==> config.mk <==
export PLATFORM = sky130hd
export DESIGN_NAME = micro_sequencer
export DESIGN_NICKNAME = d
export VERILOG_FILES = /design/src/rtl/mseq_pkg.sv /design/src/rtl/mseq_dispatch.sv /design/src/rtl/micro_sequencer.sv
export SDC_FILE = /design/constraint.sdc
export NUM_CORES = 1
export LEC_CHECK = 0
export ABC_CLOCK_PERIOD_IN_PS = 2100
export CORE_ASPECT_RATIO = 1.4
export CORE_MARGIN = 1.5
export CORE_UTILIZATION = 44
export DETAILED_ROUTE_END_ITERATION = 6
export MAX_ROUTING_LAYER = met4
export PLACE_DENSITY_LB_ADDON = 0.2
export SLEW_MARGIN = 20
export SYNTH_ARGS = -nofsm -noshare
export SYNTH_HDL_FRONTEND = slang
export SYNTH_SLANG_ARGS = --single-unit
==> constraint.sdc <==
create_clock -name clk -period 2.1 [get_ports clk]
set_clock_uncertainty 0.2 [all_clocks]
set_input_delay 0.21 -clock clk [delete_from_list [all_inputs] [get_ports clk]]
set_output_delay 0.21 -clock clk [all_outputs]
set_load 0.01 [all_outputs]
==> src/rtl/mseq_pkg.sv <==
// Shared definitions for the microprogram sequencer: sequencing codes,
// opcode constants, dispatch table select and named microstate addresses.
package mseq_pkg;

  localparam int unsigned SEQ_W = 3;
  localparam int unsigned OPC_W = 7;
  localparam int unsigned MS_W  = 4;

  typedef enum logic [SEQ_W-1:0] {
    NEXT  = 3'b000,
    DISP1 = 3'b001,
    DISP2 = 3'b010,
    FETCH = 3'b011,
    ALUWB = 3'b100
  } seq_e;

  typedef enum logic {
    TBL_DISP1 = 1'b0,
    TBL_DISP2 = 1'b1
  } tbl_e;

  localparam logic [OPC_W-1:0] OP_LW  = 7'b0000011;
  localparam logic [OPC_W-1:0] OP_SW  = 7'b0100011;
  localparam logic [OPC_W-1:0] OP_R   = 7'b0110011;
  localparam logic [OPC_W-1:0] OP_I   = 7'b0010011;
  localparam logic [OPC_W-1:0] OP_JAL = 7'b1101111;
  localparam logic [OPC_W-1:0] OP_BEQ = 7'b1100011;

  localparam int unsigned S_FETCH    = 0;
  localparam int unsigned S_DECODE   = 1;
  localparam int unsigned S_MEMADR   = 2;
  localparam int unsigned S_MEMREAD  = 3;
  localparam int unsigned S_MEMWB    = 4;
  localparam int unsigned S_MEMWRITE = 5;
  localparam int unsigned S_EXECUTER = 6;
  localparam int unsigned S_ALUWB    = 7;
  localparam int unsigned S_EXECUTEI = 8;
  localparam int unsigned S_JAL      = 9;
  localparam int unsigned S_BEQ      = 10;

endpackage

==> src/rtl/mseq_dispatch.sv <==
// Opcode dispatch ROMs for the two decode points of the microprogram.
// hit=0 means the opcode is not listed in the selected table (target=fetch).
module mseq_dispatch
  import mseq_pkg::*;
(
  input  logic [OPC_W-1:0] opcode,
  input  tbl_e             tbl,
  output logic [MS_W-1:0]  target,
  output logic             hit
);

  // Table lookup; unlisted opcodes fall back to the fetch state.
  always_comb begin
    target = MS_W'(S_FETCH);
    hit    = 1'b1;
    if (tbl == TBL_DISP1) begin
      case (opcode)
        OP_LW, OP_SW: target = MS_W'(S_MEMADR);
        OP_R:         target = MS_W'(S_EXECUTER);
        OP_I:         target = MS_W'(S_EXECUTEI);
        OP_JAL:       target = MS_W'(S_JAL);
        OP_BEQ:       target = MS_W'(S_BEQ);
        default:      hit    = 1'b0;
      endcase
    end else begin
      case (opcode)
        OP_LW:   target = MS_W'(S_MEMREAD);
        OP_SW:   target = MS_W'(S_MEMWRITE);
        default: hit    = 1'b0;
      endcase
    end
  end

endmodule

==> src/rtl/micro_sequencer.sv <==
// Microprogram sequencer: registers the control-store address, counts
// retired instructions. Define MSEQ_ILLEGAL_TRAP_EN to trap unlisted
// dispatches, reserved seq codes and runaway NEXT into fetch with a
// sticky illegal flag; otherwise illegal is tied low.
module micro_sequencer
  import mseq_pkg::*;
#(
  parameter int unsigned UADDR_W   = 4,
  parameter int unsigned INSTRET_W = 32
) (
  input  logic                 clk,
  input  logic                 reset,
  input  logic [SEQ_W-1:0]     seq,
  input  logic [OPC_W-1:0]     opcode,
  input  logic                 stall,
  output logic [UADDR_W-1:0]   upc,
  output logic                 retire,
  output logic [INSTRET_W-1:0] instret,
  output logic                 illegal
);

  tbl_e                 tbl_sel_c;
  logic [MS_W-1:0]      disp_target_c;
  logic                 disp_hit_c;
  logic [UADDR_W-1:0]   next_upc_c;
  logic [UADDR_W-1:0]   upc_d;
  logic                 retire_d;
  logic [INSTRET_W-1:0] instret_d;

  assign tbl_sel_c = (seq == DISP2) ? TBL_DISP2 : TBL_DISP1;

  mseq_dispatch u_dispatch (
    .opcode (opcode),
    .tbl    (tbl_sel_c),
    .target (disp_target_c),
    .hit    (disp_hit_c)
  );

`ifdef MSEQ_ILLEGAL_TRAP_EN
  logic trap_c;
  logic illegal_d;

  // Conditions that send the microprogram somewhere it should never be.
  always_comb begin
    trap_c = 1'b0;
    case (seq)
      NEXT:         trap_c = (upc > UADDR_W'(S_BEQ));
      DISP1, DISP2: trap_c = !disp_hit_c;
      FETCH, ALUWB: trap_c = 1'b0;
      default:      trap_c = 1'b1;
    endcase
  end

  // Sticky flag; frozen while stalled.
  always_comb begin
    illegal_d = illegal;
    if (!stall && trap_c) illegal_d = 1'b1;
  end

  // Illegal flag register.
  always_ff @(posedge clk) begin
    if (reset) illegal <= 1'b0;
    else       illegal <= illegal_d;
  end
`else
  assign illegal = 1'b0;
`endif

  // Next microprogram address from the sequencing field.
  always_comb begin
    next_upc_c = UADDR_W'(S_FETCH);
    case (seq)
      NEXT:         next_upc_c = upc + UADDR_W'(1);
      DISP1, DISP2: next_upc_c = disp_hit_c ? UADDR_W'(disp_target_c) : UADDR_W'(S_FETCH);
      FETCH:        next_upc_c = UADDR_W'(S_FETCH);
      ALUWB:        next_upc_c = UADDR_W'(S_ALUWB);
      default:      next_upc_c = UADDR_W'(S_FETCH);
    endcase
`ifdef MSEQ_ILLEGAL_TRAP_EN
    if (trap_c) next_upc_c = UADDR_W'(S_FETCH);
`endif
  end

  // Register next values; a stall holds everything.
  always_comb begin
    upc_d     = upc;
    retire_d  = retire;
    instret_d = instret;
    if (!stall) begin
      upc_d    = next_upc_c;
      retire_d = (seq == FETCH);
      if (seq == FETCH) instret_d = instret + INSTRET_W'(1);
    end
  end

  // State registers; reset wins over stall.
  always_ff @(posedge clk) begin
    if (reset) begin
      upc     <= '0;
      retire  <= 1'b0;
      instret <= '0;
    end else begin
      upc     <= upc_d;
      retire  <= retire_d;
      instret <= instret_d;
    end
  end

endmodule

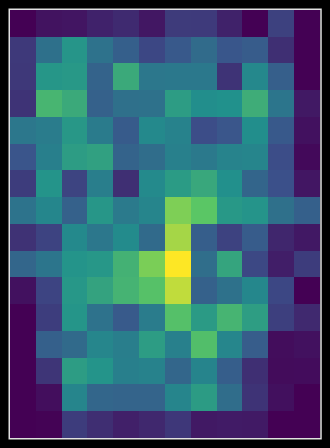
Figure 1: wire density map.
The die is cut into 12 by 16 equal tiles; dark purple is low, yellow is high, scaled to the fullest tile. Values are wire area over tile area, all layers added.
- emptiest ninth of the die: bottom right
- densest ninth of the die: middle
- mean over tiles: 0.16
per-cell routed wire length: 12.3 um
detailed-route via count: 2055
final WL: 4790 um

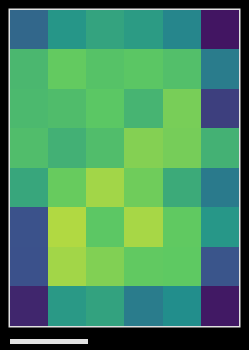
Figure 2: local utilization.
The bar under the picture is 20 um long. The die is cut into 6 by 8 equal tiles; dark purple is low, yellow is high, 0 to 100% covered.
- tiles over 75% full: 27%
- mean over tiles: 59%
- fullest tile: 88%
post-layout util: 69.0%
total core area: 0.00424 mm2
fp util: 45.7%

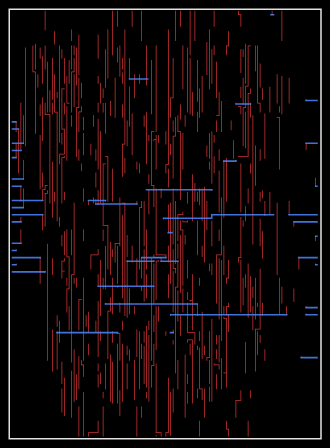
Figure 3: wiring by layer.
Two of the layers only.
- blue: met3 (wire length 194 um)
- red: met2 (wire length 2440 um)
Total Routing Usage GR: 21.6%

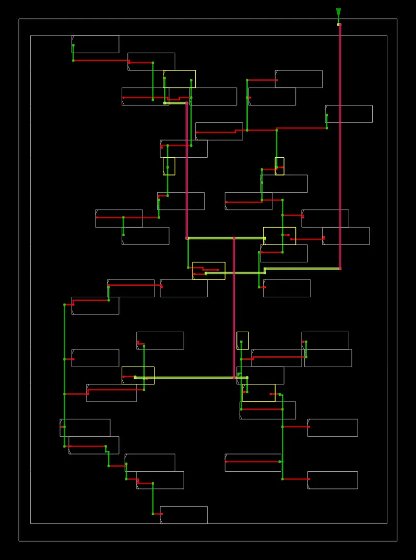
Figure 4: clock wiring as the flow saved it.
number of clock buffers in the layout: 6
Clk power: 0.478 mW
clk latency late pin: 0.29 ns
Seq Cell Count: 37

[final timing paths]
check	start	end	slack (ns)	depth (start not counted)
setup / recovery	instret[10]	instret[31]	0.05	5
hold / removal	retire	retire	0.28	2
setup reg to reg	instret[10]	instret[31]	0.05	5
hold reg to reg	retire	retire	0.28	2
[cells by family (layout without fill, tap and decap cells)]
logic type | Yosys count | in the layout | share of synthesized area (%)
flops | 37 | 37 | 38.3
xor+xnor | 18 | 18 | 8.14
mux | 2 | 2 | 1.16
buf+inv | 17 | 107 | 3.81
compound gates | 42 | 42 | 13.4
simple gates | 121 | 121 | 33.2
fa+ha+maj | 3 | 3 | 1.81
other cells | 1 | 1 | 0.194
[Yosys cell counts (all sizes together) (2+ instances only)]
library cell / count / area (um2)
a2bb2oi: 2 / 17.5
o21ai: 10 / 50.1
nand2b: 3 / 18.8
and3: 3 / 18.8
xor2: 4 / 35.0
inv: 8 / 30.0
nand3: 10 / 50.1
buf: 4 / 25.0
nand4: 8 / 56.3
a31o: 3 / 26.3
nor2b: 3 / 18.8
ha: 2 / 25.0
nor3: 15 / 75.1
and2: 3 / 18.8
dfxtp: 37 / 741
and4: 4 / 35.0
nand2: 20 / 75.1
nor2: 29 / 109
or3: 9 / 56.3
nor4: 5 / 31.3
clkbuf: 5 / 18.8
mux2: 2 / 22.5
a21oi: 17 / 85.1
xnor2: 14 / 123
[metrics by stage]
stage | setup WS, ns | std cells
2_1_floorplan | 0.000909 | 241
3_3_place_gp | -0.332 | 382
3_5_place_dp | -0.365 | 382
4_1_cts | 0.0412 | 390
5_1_grt | -0.00546 | 391
6_report | 0.0548 | 391
[metal layers]
metal	wire length, um	up-vias	GRT usage [%]
met4	99	0	8.86
met2	2440	57	36.3
met5	0	-	-
met3	193	8	4.41
li1	-	1040	-
met1	2060	950	24.7
[worst reg2reg max path: stages (launching register included)]
cell and delay (ns):
dfxtp_4 0.34, and4_4 0.26, nand4_4 0.11, or4_4 0.58, or3_4 0.35, a21oi_2 0.14
[area by class of cell]
type,count,area [um2]
Timing Repair Buffer,91,818
Tap cell,60,75.1
Multi-Input combinational cell,187,1160
Inverter,8,30.0
Sequential cell,37,757
Clock inverter,2,10.0
Clock buffer,6,72.6
Fill cell,361,1320
[cells in the final DEF (no fill, tap or decap), types with 3 or more instances in the layout]
cell / count
a21oi_1: 16
and3_1: 3
buf_4: 41
clkbuf_8: 5
clkdlybuf4s50_1: 49
dfxtp_1: 28
dfxtp_2: 7
inv_1: 8
nand2_1: 20
nand2b_1: 3
nand3_1: 10
nand4_1: 7
nor2_1: 29
nor2b_1: 3
nor3_1: 14
nor4_1: 4
o21ai_0: 6
o21ai_1: 4
or3_1: 8
xnor2_1: 14
xor2_1: 4
[power groups by stage]
stage	clock network [mW]	registers, mW	logic, mW
2_1_floorplan	0	0.723	0.0473
3_3_place_gp	0	0.722	0.106
3_5_place_dp	0	0.722	0.107
4_1_cts	0.488	0.706	0.108
5_1_grt	0.513	0.706	0.118
6_report	0.478	0.706	0.107
[registers in the layout, indices dropped and copies added (netlist names)]
register  flops
instret      32
upc           4
retire        1
==> metrics.yaml <==
worst_setup_path:
  critical_path_class: "register to register"
  cp-end-kind: "register"
  crit_arrival_ns: 2.07
  critPathRequiredTime_ns: 2.12
  crit_buf_inv: 0
  cp_slowest_stage_delay_ns: 0.58
  cp_top_family: "simple AND/OR/NAND/NOR gates"
  crit_chain: "and4_4 -> nand4_4 -> or4_4 -> or3_4 -> a21oi_2"
synth:
  ys_chip_area_mm2: 0.00194
  synthCells: 241
  netlist-cell-type-count: 49
  synth-main-ff-cell: "dfxtp_1"
  syn_area_mm2: 0.00194
  yosys-stat-cells: 241
  edf_count: 0
worst_hold_path:
  hold_class: "register to register"
sta:
  tns_ns: 0
  finalMaxSlewViolations: 0
  whs_ns: 0.277
  fmax_mhz: 489
  finalSetupViolCount: 0
grt:
  antenna_found_initial: 0
  grt_max_degree: 42
  grt_pass1_wl_um: 7910
clocking:
  cts_root_buf: "clkbuf_8"
  clock_sinks: 37
  hold_buffers: 0
  clockBufferDepth: 2
  clkTransAtPathRegs_ns: 0.07
  postCtsSetupRepairBufs: 0
pwr:
  power.share.combinational_pct: 8.3
  ir_worst_vdd_uv: 307
  swShare_pct: 23.4
  power_mw: 1.29
  seq_power_share_pct: 54.7
  power_frac_clock_pct: 37.0
  p_leak_nw: 1.06
floorplanning:
  ios: 51
  fp.dieH_um: 81.5
  die_area_mm2: 0.00481
  rows: 28
  die_w_um: 59.1
routing:
  via_per_inst: 5.26
place:
  placed_area_mm2: 0.00281
layout:
  drive_gt1_share_pct: 20.8
  area_delta_synth_final_pct: 51.1
  insertedDiodeCount: 0
  fin_area_mm2: 0.00292
outcome:
  outcome: "finished, final reports clean"
Power is estimated from default activity; no workload was simulated.
